==> run_1/floorplan.png <==
Scale bar: 20 µm. Pins as bars on the die edge.
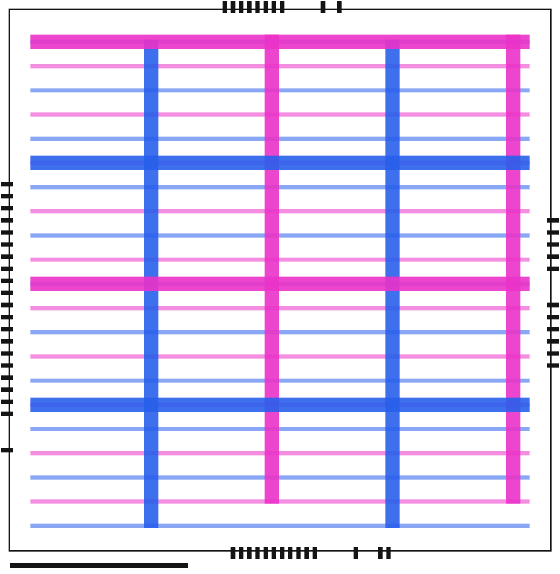
==> run_1/class_map.png <==
Scale bar: 20 µm.
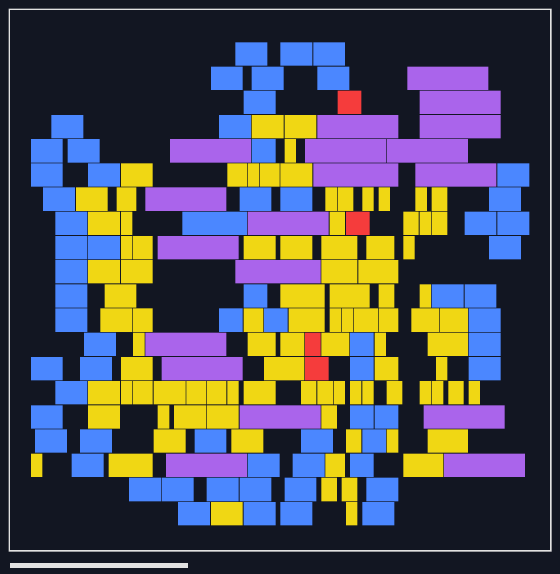
==> run_1/clock_wires.png <==
Scale bar: 20 µm.
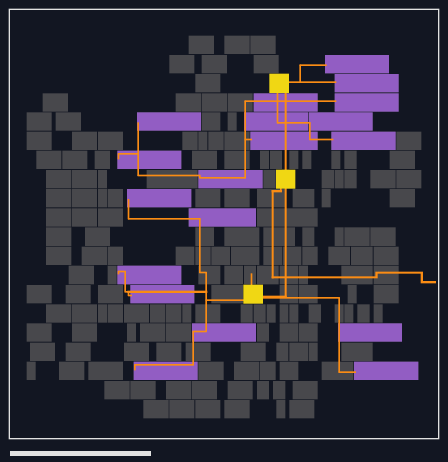
<file path="config.mk">
export PLATFORM = sky130hd
export DESIGN_NAME = uart_tx_arbiter
export DESIGN_NICKNAME = d
export VERILOG_FILES = /design/src/rtl/uart_arb_pkg.sv /design/src/rtl/uart_arb_rr_pick.sv /design/src/rtl/uart_tx_arbiter.sv
export SDC_FILE = /design/constraint.sdc
export NUM_CORES = 1
export LEC_CHECK = 0
export ABC_CLOCK_PERIOD_IN_PS = 2900
export CAP_MARGIN = 20
export CORE_MARGIN = 2
export CORE_UTILIZATION = 37
export CTS_CLUSTER_SIZE = 25
export DETAILED_ROUTE_END_ITERATION = 16
export GPL_TIMING_DRIVEN = 1
export MAX_ROUTING_LAYER = met4
export PLACE_DENSITY = 0.84
export SLEW_MARGIN = 0
export SYNTH_ARGS = -nofsm -noshare
export SYNTH_HDL_FRONTEND = slang
export SYNTH_SLANG_ARGS = --single-unit
</file>
<file path="constraint.sdc">
create_clock -name i_Clk -period 2.9 [get_ports i_Clk]
set_input_delay 0.725 -clock i_Clk [delete_from_list [all_inputs] [get_ports i_Clk]]
set_output_delay 0.725 -clock i_Clk [all_outputs]
set_load 0.03 [all_outputs]
</file>
<file path="src/rtl/uart_arb_pkg.sv">
// Shared types and constants for the UART TX arbiter.
// The optional watchdog is enabled by defining UART_ARB_TIMEOUT_EN.
package uart_arb_pkg;

    typedef enum logic [1:0] {
        IDLE,
        LAUNCH,
        WAIT_DONE,
        ACK
    } arb_state_t;

    localparam int BYTE_W          = 8;
    localparam int DEFAULT_TIMEOUT = 4096;

endpackage

</file>
<file path="src/rtl/uart_arb_rr_pick.sv">
// Combinational round-robin picker: the search starts one past the last winner
// and wraps, using a double-width rotate followed by a priority encoder.
module uart_arb_rr_pick #(
    parameter int NUM_REQ = 4,
    parameter int IDX_W   = $clog2(NUM_REQ)
) (
    input  logic [NUM_REQ-1:0] req,
    input  logic [IDX_W-1:0]   last,
    output logic [IDX_W-1:0]   winner,
    output logic               valid
);

    localparam logic [IDX_W-1:0] LAST_IDX = IDX_W'(NUM_REQ - 1);
    localparam logic [IDX_W:0]   NR       = (IDX_W + 1)'(NUM_REQ);

    logic [IDX_W-1:0]   start;
    logic [NUM_REQ-1:0] rot;
    logic [IDX_W-1:0]   off;
    logic [IDX_W:0]     sum;

    always_comb begin
        start = (last == LAST_IDX) ? '0 : last + 1'b1;
        // rot[0] is the requester at 'start', rot[1] the next one, and so on
        rot   = NUM_REQ'({req, req} >> start);
        off   = '0;
        for (int i = NUM_REQ - 1; i >= 0; i--) begin
            if (rot[i]) off = IDX_W'(i);
        end
        sum    = {1'b0, start} + {1'b0, off};
        winner = (sum >= NR) ? IDX_W'(sum - NR) : IDX_W'(sum);
        valid  = |req;
    end

endmodule

</file>
<file path="src/rtl/uart_tx_arbiter.sv">
// Round-robin arbiter sharing one UART transmitter between NUM_REQ byte producers.
// Define UART_ARB_TIMEOUT_EN to build the per-byte watchdog that releases a hung grant.
module uart_tx_arbiter
    import uart_arb_pkg::*;
#(
    parameter int NUM_REQ        = 4,
    parameter int TIMEOUT_CYCLES = DEFAULT_TIMEOUT
) (
    input  logic                        i_Clk,
    input  logic                        i_Rst_n,
    input  logic [NUM_REQ-1:0]          i_Req,
    input  logic [BYTE_W*NUM_REQ-1:0]   i_Req_Byte,
    output logic [NUM_REQ-1:0]          o_Ack,
    output logic                        o_TX_DV,
    output logic [BYTE_W-1:0]           o_TX_Byte,
    input  logic                        i_TX_Done,
    output logic                        o_Busy,
    output logic [$clog2(NUM_REQ)-1:0]  o_Owner,
    output logic                        o_Timeout
);

    localparam int IDX_W = $clog2(NUM_REQ);

    arb_state_t       state;
    logic [IDX_W-1:0] r_last;
    logic [IDX_W-1:0] pick_idx;
    logic             pick_vld;

`ifdef UART_ARB_TIMEOUT_EN
    localparam int               WD_W   = $clog2(TIMEOUT_CYCLES);
    localparam logic [WD_W-1:0]  WD_MAX = WD_W'(TIMEOUT_CYCLES - 1);

    logic [WD_W-1:0] wd_cnt;
    logic            r_timeout;

    assign o_Timeout = r_timeout;
`else
    assign o_Timeout = 1'b0;
`endif

    uart_arb_rr_pick #(
        .NUM_REQ (NUM_REQ),
        .IDX_W   (IDX_W)
    ) u_pick (
        .req    (i_Req),
        .last   (r_last),
        .winner (pick_idx),
        .valid  (pick_vld)
    );

    assign o_Busy = (state != IDLE);

    always_ff @(posedge i_Clk or negedge i_Rst_n) begin
        if (!i_Rst_n) begin
            state     <= IDLE;
            o_TX_DV   <= 1'b0;
            o_TX_Byte <= '0;
            o_Ack     <= '0;
            o_Owner   <= '0;
            r_last    <= IDX_W'(NUM_REQ - 1);
`ifdef UART_ARB_TIMEOUT_EN
            wd_cnt    <= '0;
            r_timeout <= 1'b0;
`endif
        end else begin
            // DV, Ack and Timeout are single-cycle pulses
            o_TX_DV <= 1'b0;
            o_Ack   <= '0;
`ifdef UART_ARB_TIMEOUT_EN
            r_timeout <= 1'b0;
`endif
            case (state)
                IDLE: begin
                    if (pick_vld) begin
                        o_Owner   <= pick_idx;
                        o_TX_Byte <= i_Req_Byte[BYTE_W*pick_idx +: BYTE_W];
                        o_TX_DV   <= 1'b1;
                        state     <= LAUNCH;
                    end
                end
                LAUNCH: begin
                    state <= WAIT_DONE;
`ifdef UART_ARB_TIMEOUT_EN
                    wd_cnt <= '0;
`endif
                end
                WAIT_DONE: begin
                    if (i_TX_Done) begin
                        o_Ack <= NUM_REQ'(1) << o_Owner;
                        state <= ACK;
                    end
`ifdef UART_ARB_TIMEOUT_EN
                    else if (wd_cnt == WD_MAX) begin
                        o_Ack     <= NUM_REQ'(1) << o_Owner;
                        r_timeout <= 1'b1;
                        state     <= ACK;
                    end else begin
                        wd_cnt <= wd_cnt + 1'b1;
                    end
`endif
                end
                ACK: begin
                    r_last <= o_Owner;
                    state  <= IDLE;
                end
                default: state <= IDLE;
            endcase
        end
    end

endmodule
</file>
==> results_slide.txt, run 1 <==
Physical Implementation Snapshot

Run status
  – Run status: finished, final reports clean

STA
  – Slew at the pin closest to its max-slew limit: 0.8417 ns
  – Period utilisation layout: 94.65%
  – Setup-failing EPs final: 0
  – Worst slew margin relative to its limit: 43.71%
  – Post-route minimum period: 2.745 ns
  – Post-Route Skew: 0.008486 ns
  – Max Slew Vio Count: 0
  – Peak Freq: 0.3643 GHz
  – Worst hold margin: 0.5283 ns
  – RSZ-0062 raised after global routing: no

Floorplan
  – Die area: 3686 µm²
  – Number of top-level pins: 56

Drt
  – Wirelength per Cell: 14.33 µm
  – Initial DRC Count: 37
  – Final routed wirelength across all metal layers: 3238 µm
  – Vias: 1,195
  – Initial DRT Pass Iterations: 4
  – Routed Antenna Nets: 0
  – DRC violation count after routing: 0

Logic synthesis
  – Synth area leader: dfrtp_1
  – Synthesis area per yosys: 1190 µm²
  – Gate count of the mapped netlist: 121
  – Number of synthesis warnings: 0
  – Sequential-to-total area share from yosys stat: 40.17%
  – Post-Synthesis Cell Area: 1190 µm²
  – Top cells by area, synth: dfrtp_1 (36%), mux2i_1 (13%), a221o_1 (6.7%), ha_1 (5.3%), dfstp_2 (4.4%)

Global routing
  – Total overflow reported by the global router: 0
  – Global routing usage summed across all routing layers: 19.18%
  – Number of global-route vias before repair: 1,179
  – Global-route wire length before repair: 5085 µm
  – Maximum number of pins on one net before global-route repair: 25

Worst setup path
  – Crit path kind: input pin to register
  – Reg2Reg Capture Point: o_TX_Byte[2]
  – CP Cell Sequence: clkdlybuf4s50_1, nand2_1, a21oi_1, nor2_1, a21oi_1, o21ai_0, ha_1, buf_4, buf_12, mux2i_2, nor2_1, a221o_1
  – Type of element capturing the critical path: register
  – Endpoint arrival time on the critical path: 2.95 ns
  – Critical Path RT: 3.11 ns
  – Maximum fanout encountered on the critical timing path: 12
  – Worst-case reg-to-reg path depth: 11
  – Launch instance of the worst register-to-register path: r_last[0]
  – Last element of the critical path: o_TX_Byte[2]
  – CP max stage cell: clkdlybuf4s50_1
  – CP startpoint: i_Req[2]

Finish
  – Share of post-route cells with drive strength above 1: 12.64%
  – Ant diodes: 0
  – P&R area growth vs syn: 56.57%
  – Post-layout nets: 227
  – Number of fill cells: 269

Min path
  – Min-delay src: o_Owner[0]
  – Destination of the worst hold path: o_Ack[2]
  – Kind of path behind the tightest hold check: register to register

Pwr
  – Gate power share: 72.1%
  – Total net switching power: 980.8 µW
  – Leakage power total: 0.8255 nW
  – Sw Share: 44.72%
  – Internal power: 1.212 mW
  – Pwr/cell area: 1177 nW/µm²

CTS
  – Clock tree buffer depth: 2
  – Number of CTS-inserted buffers: 3
  – Clock tree from TritonCTS: built

Placed design
  – Number of buffers added on ports: 54
  – Placed wire-length estimate after detailed placement: 2554 µm

Job
  – Tool warning count: 28
-- floorplan.png (at the start) --
VSS -> blue
VDD -> magenta
rows = 20
met1 rails = 21
met4 straps = 4
signal pins = 56
core footprint: 3053 µm²
chip height: 60.71 µm
Die Width: 60.71 µm
worst supply voltage drop on vdd: 0.5958 mV

-- class_map.png (at the start) --
registers -> purple  # cells 19, share of their area 26%
remaining buffers and delay cells -> blue  # cells 65, share of their area 35%
clock drivers and dummy loads -> red  # cells 4, share of their area 1.5%
remaining logic cells -> yellow  # cells 94, share of their area 37%
post-layout utilization of the core: 61.02%
Design Area, Final: 1863 µm²
FP Rows: 20

-- clock_wires.png (at the start) --
flip-flops -> purple  # count 19
clock wires -> orange  # length 251 µm
clock-net drivers -> yellow  # count 3
routed clock nets = 4

-- run 1: through the flow --
stage / cells / util, % / setup WS (ns) / total power [mW]
3_5_place_dp: 221 / 59.63 / -0.1626 / 2.009
2_1_floorplan: 121 / - / 0.1858 / 1.512
3_3_place_gp: 221 / 59.63 / -0.08186 / 1.946
6_report: 226 / 61.02 / 0.1551 / 2.193
5_1_grt: 226 / 61.02 / 0.007694 / 2.345
4_1_cts: 225 / 60.53 / 0.1523 / 2.151
-- run 1: power by group through the flow --
stage               Sequential, mW  Combinational (mW)  Clock, mW
floorplan                    0.622               0.889          0
global placement             0.474                1.47          0
detailed placement           0.476                1.53          0
CTS                          0.475                1.53      0.144
global route                 0.489                1.71      0.150
finish                       0.475                1.58      0.138
-- run 1: sequential cells by signal, summed over array words and instances (netlist names) --
signal / flops
r_last: 2
state: 2
o_Owner: 2
o_TX_Byte: 8
o_Ack: 4
o_TX_DV: 1
-- run 1: logic make-up (layout without fill, tap and decap cells) --
| logic type | Yosys count | after routing | synth area share, % |
|---|---|---|---|
| flops | 19 | 19 | 40.17 |
| compound gates | 26 | 26 | 16.83 |
| fa+ha+maj | 5 | 5 | 5.258 |
| buf+inv | 16 | 77 | 6.940 |
| other cells | 1 | 1 | 0.3152 |
| mux | 19 | 19 | 16.30 |
| simple gates | 35 | 35 | 14.20 |
-- run 1: critical path: cells and delay by family --
kind	cells	cell delay [ns]
buf+inv	3	0.79
mux	1	0.22
compound gates	4	0.70
fa+ha+maj	1	0.32
simple gates	3	0.19
-- run 1: area by class of cell --
| type | count | area [µm²] | area share, % |
|---|---|---|---|
| Clock buffer | 3 | 22.52 | 1.209 |
| Clock inverter | 1 | 5.005 | 0.2686 |
| Inverter | 8 | 30.03 | 1.612 |
| Multi-Input combinational cell | 86 | 636.9 | 34.18 |
| Sequential cell | 19 | 478.0 | 25.65 |
| Tap cell | 44 | 55.05 | 2.955 |
| Timing Repair Buffer | 65 | 635.6 | 34.12 |
-- run 1: layer usage --
metal	wire length [µm]	up-vias	global-route usage [%]
li1	-	570	-
met1	1246	555	20.98
met2	1716	61	34.41
met3	198	9	1.919
met4	76	0	9.317
met5	0	-	-
-- run 1: synth_stat cells --
| library cell | count |
|---|---|
| dfstp_2 | 2 |
| a21oi_1 | 3 |
| or2_1 | 1 |
| nor2b_1 | 1 |
| clkbuf_1 | 2 |
| and3b_1 | 1 |
| buf_2 | 3 |
| o21ai_1 | 1 |
| a21o_1 | 1 |
| inv_1 | 8 |
| nor4_1 | 8 |
| nand3_1 | 1 |
| a221o_1 | 8 |
| a21boi_1 | 1 |
| ha_1 | 5 |
| nor2_1 | 14 |
| a32oi_1 | 3 |
| mux2i_1 | 16 |
| buf_4 | 1 |
| conb_1 | 1 |
| nor3_1 | 3 |
| nand2_1 | 5 |
| dfrtp_1 | 17 |
| o31ai_2 | 1 |
| o21ai_0 | 6 |
| buf_6 | 2 |
| o22a_1 | 1 |
| mux2_2 | 3 |
| o21a_1 | 1 |
| nand2b_1 | 1 |
-- run 1: repair_timing --
item | 4_1_cts | 5_1_grt
resized | 0 | 3
buffers inserted | 0 | 1
setup endpoints to repair | 0 | 2
hold buffers | 0 | 0
==> run_1/placed.png <==
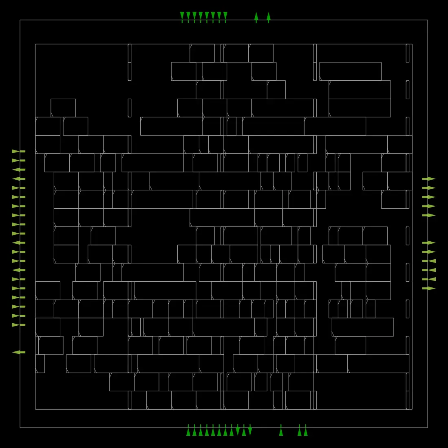

==> run 2: changes to the inputs <==
--- a/config.mk
+++ b/config.mk
@@ -14,6 +14,7 @@
 export GPL_TIMING_DRIVEN = 1
 export MAX_ROUTING_LAYER = met4
 export PLACE_DENSITY = 0.84
+export RECOVER_POWER = 50
 export SLEW_MARGIN = 0
 export SYNTH_ARGS = -nofsm -noshare
 export SYNTH_HDL_FRONTEND = slang
==> run_2/placed.png <==
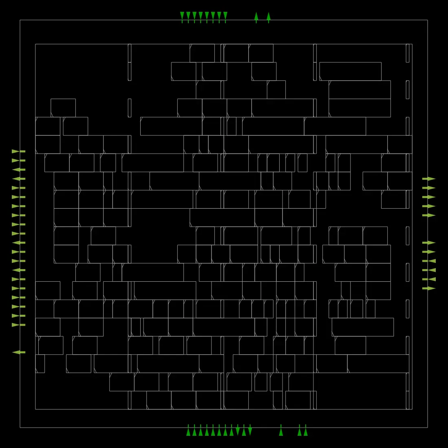
post-layout utilization of the core: 60.90%
sequential cells: 19

==> run 2 against run 1 <==
  * Sequential cell count is the same
  * Core utilization fell by 0.12 points
  * Wire length shrank 0.15%
  * Non-clock buffer count did not move
  * Worst setup slack hardly changed
  * Synthesized area stayed put
  * Global-route usage stayed put
  * Clock skew shrank 0.0017 ns
  * Total power is 0.17% lower
  * First-iteration DRC count is the same
  * Maximum frequency about the same
  * Critical endpoint unchanged
==> results_slide.txt, run 2 <==
Physical Implementation Snapshot

CTS
  – Clock root buffer master: clkbuf_4
  – Number of CTS-inserted buffers: 3
  – Clock tree from TritonCTS: built
  – Number of hold-repair buffers added at the cts stage: 0
  – Maximum level of the CTS H-tree: 1
  – Clock latency at the later pin of the worst-skew pair: 0.30 ns
  – Worst-path clk slew: 0.11 ns
  – Total number of clock tree sinks: 19
  – Clock tree buffer depth: 2

Placed design
  – Placed wire-length estimate after detailed placement: 2554 µm
  – Final weighted congestion of routability-driven global placement: 0.7463
  – Number of buffers added on ports: 54
  – DP Area: 1821 µm²
  – Placed cell count: 221
  – Place WS: -0.1626 ns

Logic synthesis
  – Total cells reported by yosys after synthesis: 121
  – Number of synthesis warnings: 0
  – Largest type area fraction: 35.75%
  – Net Count, Synth: 165
  – Synthesis area per yosys: 1190 µm²
  – Most common cell in the netlist: dfrtp_1
  – Mean post-synth cell area: 9.834 µm²
  – Gate count of the mapped netlist: 121
  – Top cells by instance count after synthesis: dfrtp_1 (17), mux2i_1 (16), nor2_1 (14)
  – Portion of netlist area occupied by mux cells: 16.30%
  – FF+latch count, synth: 19
  – Post-synthesis async set-or-reset flop share: 100.0%
  – Xor-xnor portion of the synthesized cell area: 0%
  – Count of flip-flops with a built-in enable after synthesis: 0
  – Sequential-to-total area share from yosys stat: 40.17%
  – Adder-cell share of the synthesized area: 5.258%
  – Top FF cell, synth: dfrtp_1
  – AND-OR/OR-AND share of the synthesized area: 16.82%
  – Top cells by area, synth: dfrtp_1 (36%), mux2i_1 (13%), a221o_1 (6.7%), ha_1 (5.3%), dfstp_2 (4.4%)
  – Post-Synthesis Cell Area: 1190 µm²
  – Post-synthesis simple-gate area fraction: 14.20%
  – Post-synthesis cell type count: 30
  – Main combinational cell family by area after synthesis: AND-OR/OR-AND gates
  – Synth area leader: dfrtp_1

STA
  – Peak Freq: 0.3643 GHz
  – Number of failing hold endpoints at the final stage: 0
  – Post-Route Skew: 0.006758 ns
  – Final Worst Setup Slack: 0.1549 ns
  – Period utilisation layout: 94.66%
  – Setup-failing EPs final: 0
  – Slew at the pin closest to its max-slew limit: 0.8602 ns
  – Max Slew Vio Count: 0
  – Post-route minimum period: 2.745 ns
  – RSZ-0062 raised after global routing: no
  – Worst hold margin: 0.5283 ns
  – Total negative slack for setup checks: 0 ns
  – Worst slew margin relative to its limit: 42.46%

Floorplan
  – Die Width: 60.71 µm
  – Init Core Util: 38.98%
  – Chip height: 60.71 µm
  – Core footprint: 3053 µm²
  – FP Rows: 20
  – Number of top-level pins: 56
  – Die area: 3686 µm²

Global routing
  – Global routing usage summed across all routing layers: 19.18%
  – Global-route wire length before repair: 5085 µm
  – Maximum number of pins on one net before global-route repair: 25
  – Number of global-route vias before repair: 1,179
  – Initial antenna violation count: 0
  – Total overflow reported by the global router: 0

Finish
  – Top flop regs: o_TX_Byte: 8 flops, o_Ack: 4 flops
  – Design Area, Final: 1859 µm²
  – Most instantiated logic cell after routing: clkdlybuf4s50_1
  – Highest-count cells in the layout ignoring fill and taps: clkdlybuf4s50_1 (52), dfrtp_1 (17), nor2_1 (14), mux2i_1 (14), buf_4 (9)
  – Total area of multi-input combinational cells: 636.9 µm²
  – P&R area growth vs syn: 56.26%
  – Largest register FFs: 8
  – Share of post-route cells with drive strength above 1: 12.09%
  – FF+latch area: 478.0 µm²
  – Post-layout nets: 227
  – Ant diodes: 0
  – Number of fill cells: 271
  – Register with the most flip-flops: o_TX_Byte
  – Final non-filler cell total: 226

Drt
  – Vias: 1,193
  – Routed Antenna Nets: 0
  – Via count normalized by instance count: 5.279
  – Initial DRT Pass Iterations: 4
  – Final routed wirelength across all metal layers: 3233 µm
  – Initial DRC Count: 37
  – Wirelength per Cell: 14.31 µm
  – DRC violation count after routing: 0

Worst setup path
  – Combined buffer and inverter count along the critical path: 3
  – Critical Path RT: 3.10 ns
  – Worst Setup Start Kind: input pin
  – Endpoint arrival time on the critical path: 2.95 ns
  – Top delay family on crit path: buffers and inverters
  – Crit path kind: input pin to register
  – Maximum fanout encountered on the critical timing path: 12
  – Type of element capturing the critical path: register
  – CP max stage cell: clkdlybuf4s50_1
  – Delay of the slowest cell on the worst path: 0.52 ns
  – CP Cell Sequence: clkdlybuf4s50_1, nand2_1, a21oi_1, nor2_1, a21oi_1, o21ai_0, ha_1, buf_4, buf_12, mux2i_2, nor2_1, a221o_1

Min path
  – Kind of path behind the tightest hold check: register to register

Pwr
  – Pwr/cell area: 1177 nW/µm²
  – Worst supply voltage drop on vdd: 0.5954 mV
  – Total power of the final layout: 2.189 mW
  – Leakage power total: 0.8224 nW

Job
  – Max-cap violations: 0
  – Tool warning count: 28

Run status
  – Run status: finished, final reports clean
==> run_2/class_map.png <==
Scale bar: 20 µm.
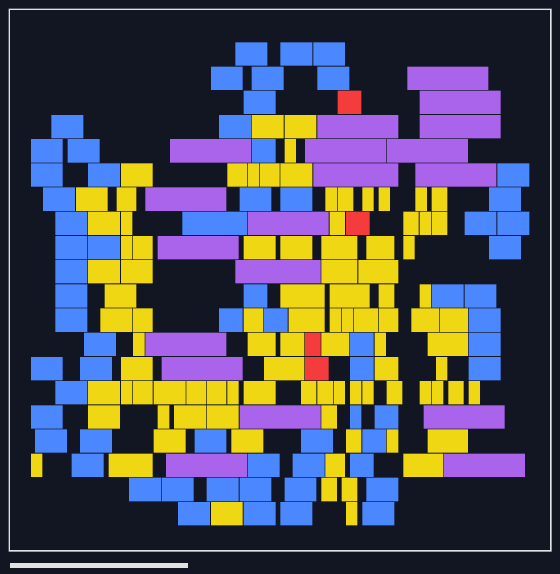
remaining logic cells -> yellow  # cells 94, share of their area 37%
clock drivers and dummy loads -> red  # cells 4, share of their area 1.5%
registers -> purple  # cells 19, share of their area 26%
remaining buffers and delay cells -> blue  # cells 65, share of their area 35%

## run 2: final cells by class
class / instances / share of cell area, %
Multi-Input combinational cell: 86 / 34.25
Timing Repair Buffer: 65 / 33.98
Sequential cell: 19 / 25.71
Tap cell: 44 / 2.961
Inverter: 8 / 1.615
Clock buffer: 3 / 1.211
Clock inverter: 1 / 0.2692
## run 2: logic make-up after synthesis
kind of cell               after synthesis
AOI/OAI and AO/OA                       26
adders and majority gates                5
buffers and inverters                   16
DFF                                     19
muxes                                   19
other                                    1
and+or+nand+nor                         35
## run 2: per-layer routing
metal	global-route usage (%)	routed length [µm]	up-vias
li1	-	-	570
met1	20.98	1260	559
met2	34.41	1712	55
met3	1.919	183	9
met4	9.317	76	0
met5	-	0	-
## run 2: worst paths after layout
path	start	endpoint	slack (ns)	cells after the start
max in group asynchronous	i_Rst_n	o_TX_Byte[6]	1.41	1
hold / removal	o_Owner[0]	o_Ack[2]	0.53	1
hold reg to reg	o_Owner[0]	o_Ack[2]	0.53	1
min in group asynchronous	i_Rst_n	state[1]	0.96	1
setup reg to reg	r_last[0]	o_TX_Byte[2]	0.19	11
setup / recovery	i_Req[2]	o_TX_Byte[2]	0.15	12
## run 2: what timing repair did
item,4_1_cts,5_1_grt
gates resized,0,3
hold endpoints to repair,0,0
endpoints found under the setup margin,0,2
buffers inserted,0,1
## run 2: power breakdown
part / total [mW] / internal, mW / switching [mW] / leakage [nW]
combinational: 1.58 / 0.767 / 0.810 / 0.569
sequential: 0.475 / 0.392 / 0.0832 / 0.236
clock: 0.137 / 0.0515 / 0.0857 / 0.0177
total: 2.19 / 1.21 / 0.979 / 0.822
==> run_2/clock_wires.png <==
Scale bar: 20 µm.
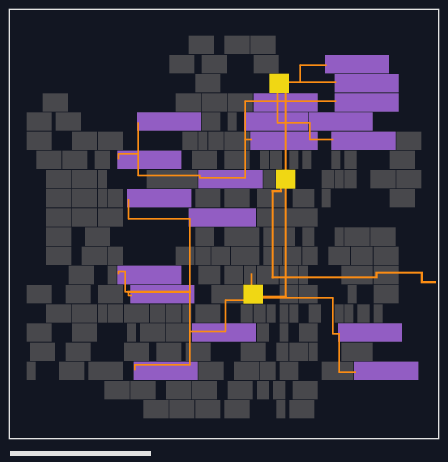

==> run 3: changes to the inputs <==
--- a/config.mk
+++ b/config.mk
@@ -14,7 +14,8 @@
 export GPL_TIMING_DRIVEN = 1
 export MAX_ROUTING_LAYER = met4
 export PLACE_DENSITY = 0.84
-export RECOVER_POWER = 50
+export RECOVER_POWER = 25
+export SKIP_LAST_GASP = 1
 export SLEW_MARGIN = 0
 export SYNTH_ARGS = -nofsm -noshare
 export SYNTH_HDL_FRONTEND = slang
==> run_3/clock_wires.png <==
Scale bar: 20 µm.
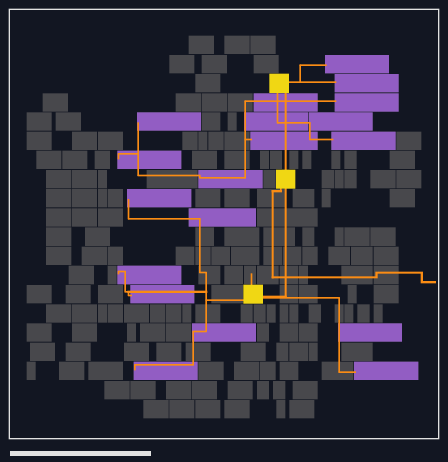
clock-net drivers -> yellow  # count 3
flip-flops -> purple  # count 19
clock wires -> orange  # length 251 µm
routed clock nets = 4

==> run 3 against run 2 <==
  * Critical path depth did not move
  * Clock skew rose by 0.0017 ns
  * Cell count did not move
  * Worst setup slack barely moved
  * Cell area rose by 0.20%
  * Critical endpoint unchanged
  * Largest power group unchanged
==> results_slide.txt, run 3 <==
Physical Implementation Snapshot

Run status
  – Run status: finished, final reports clean

STA
  – Worst slew margin relative to its limit: 43.15%
  – RSZ-0062 raised after global routing: no
  – Max Slew Vio Count: 0
  – Number of failing hold endpoints at the final stage: 0
  – Total negative slack for setup checks: 0 ns
  – Worst hold margin: 0.5283 ns

Floorplan
  – Chip height: 60.71 µm
  – Die Width: 60.71 µm
  – FP Rows: 20

Global routing
  – Global-route wire length before repair: 5085 µm
  – Number of global-route vias before repair: 1,179
  – Global routing usage summed across all routing layers: 19.18%
  – Total overflow reported by the global router: 0
  – Maximum number of pins on one net before global-route repair: 25
  – Initial antenna violation count: 0

Logic synthesis
  – Sequential-to-total area share from yosys stat: 40.17%
  – Post-synthesis cell type count: 30
  – Total cells reported by yosys after synthesis: 121
  – Post-synthesis async set-or-reset flop share: 100.0%
  – Number of synthesis warnings: 0
  – Net Count, Synth: 165
  – Adder-cell share of the synthesized area: 5.258%
  – Synthesis area per yosys: 1190 µm²
  – AND-OR/OR-AND share of the synthesized area: 16.82%
  – Top cells by instance count after synthesis: dfrtp_1 (17), mux2i_1 (16), nor2_1 (14)
  – Xor-xnor portion of the synthesized cell area: 0%

Finish
  – Largest register FFs: 8
  – P&R area growth vs syn: 56.57%
  – Number of fill cells: 269
  – Highest-count cells in the layout ignoring fill and taps: clkdlybuf4s50_1 (52), dfrtp_1 (17), nor2_1 (14), mux2i_1 (14), buf_4 (10)
  – Ant diodes: 0
  – Register with the most flip-flops: o_TX_Byte
  – Final non-filler cell total: 226
  – Total area of multi-input combinational cells: 636.9 µm²
  – Design Area, Final: 1863 µm²

Drt
  – DRC violation count after routing: 0
  – Vias: 1,195
  – Via count normalized by instance count: 5.288
  – Routed Antenna Nets: 0
  – Initial DRT Pass Iterations: 4
  – Initial DRC Count: 37
  – Wirelength per Cell: 14.32 µm

CTS
  – Number of CTS-inserted buffers: 3
  – Number of hold-repair buffers added at the cts stage: 0
  – Clock root buffer master: clkbuf_4
  – Clock tree from TritonCTS: built
  – Clock tree buffer depth: 2
  – Clock latency at the later pin of the worst-skew pair: 0.31 ns
  – Worst-path clk slew: 0.12 ns
  – Maximum level of the CTS H-tree: 1

Worst setup path
  – Worst Setup Start Kind: input pin
  – Delay of the slowest cell on the worst path: 0.52 ns
  – Maximum fanout encountered on the critical timing path: 12
  – CP max stage cell: clkdlybuf4s50_1
  – Endpoint arrival time on the critical path: 2.95 ns
  – Critical Path RT: 3.11 ns
  – Crit path kind: input pin to register

Job
  – Tool warning count: 28
  – Max-cap violations: 0

Pwr
  – Sequential share of power: 21.6%
  – Total net switching power: 980.8 µW
  – Pwr/cell area: 1177 nW/µm²
  – Total power of the final layout: 2.193 mW
  – Gate power share: 72.0%

Min path
  – Kind of path behind the tightest hold check: register to register

Placed design
  – Place WS: -0.1626 ns
  – Placed cell count: 221
==> run_3/floorplan.png <==
Scale bar: 20 µm. Pins as bars on the die edge.
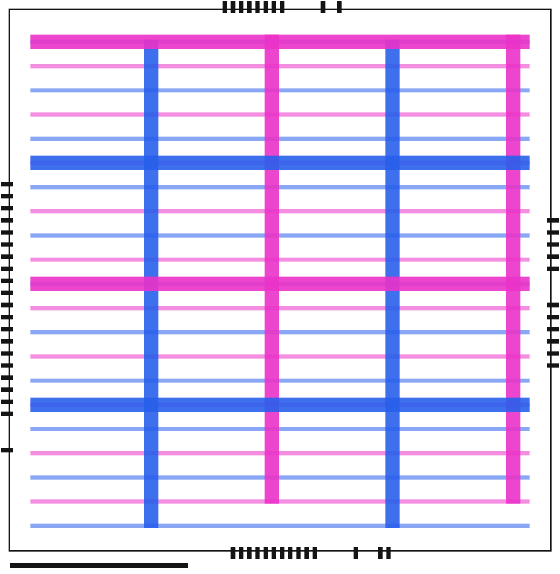
VDD -> magenta
VSS -> blue
met1 rails = 21
rows = 20
signal pins = 56
met5 straps = 4
worst supply voltage drop on vdd: 0.5958 mV

## run 3: cell counts after synthesis
No cell type changed its count.
## run 3: repair_timing
| item | 4_1_cts | 5_1_grt |
|---|---|---|
| hold endpoints to repair | 0 | 0 |
| setup endpoints to repair | 0 | 2 |
| buffers inserted | 0 | 1 |
| resized | 0 | 3 |
## run 3: metal layers
metal | track usage [%] | routed length (µm) | vias up
met5 | - | 0 | -
met4 | 9.317 | 76 | 0
met3 | 1.919 | 197 | 9
met2 | 34.41 | 1716 | 61
met1 | 20.98 | 1246 | 555
li1 | - | - | 570
## run 3: final timing paths
check                      startpoint            to  cells past startpoint
min reg2reg                o_Owner[0]      o_Ack[2]                      1
max in group asynchronous     i_Rst_n  o_TX_Byte[6]                      1
max                          i_Req[2]  o_TX_Byte[2]                     12
min                        o_Owner[0]      o_Ack[2]                      1
min in group asynchronous     i_Rst_n      state[1]                      1
max reg2reg                 r_last[0]  o_TX_Byte[2]                     11
## run 3: layout make-up
cell class                      instances  share of cell area, %
Timing Repair Buffer                   65                  34.12
Clock buffer                            3                  1.209
Tap cell                               44                  2.955
Multi-Input combinational cell         86                  34.18
Clock inverter                          1                 0.2686
Inverter                                8                  1.612
Sequential cell                        19                  25.65
## run 3: cells by family after synthesis
family | count (synthesis)
AND-OR/OR-AND | 26
AND/OR/NAND/NOR | 35
other | 1
flip-flops | 19
multiplexers | 19
adder cells (fa/ha/maj) | 5
buffers and inverters | 16
## run 3: power by group through the flow
stage	logic [mW]	registers (mW)	clock network, mW
2_1_floorplan	0.889	0.622	0
3_3_place_gp	1.47	0.474	0
3_5_place_dp	1.53	0.476	0
4_1_cts	1.53	0.475	0.144
5_1_grt	1.71	0.489	0.150
6_report	1.58	0.475	0.138
No activity file was given, so power comes from the tool's default toggle rates.
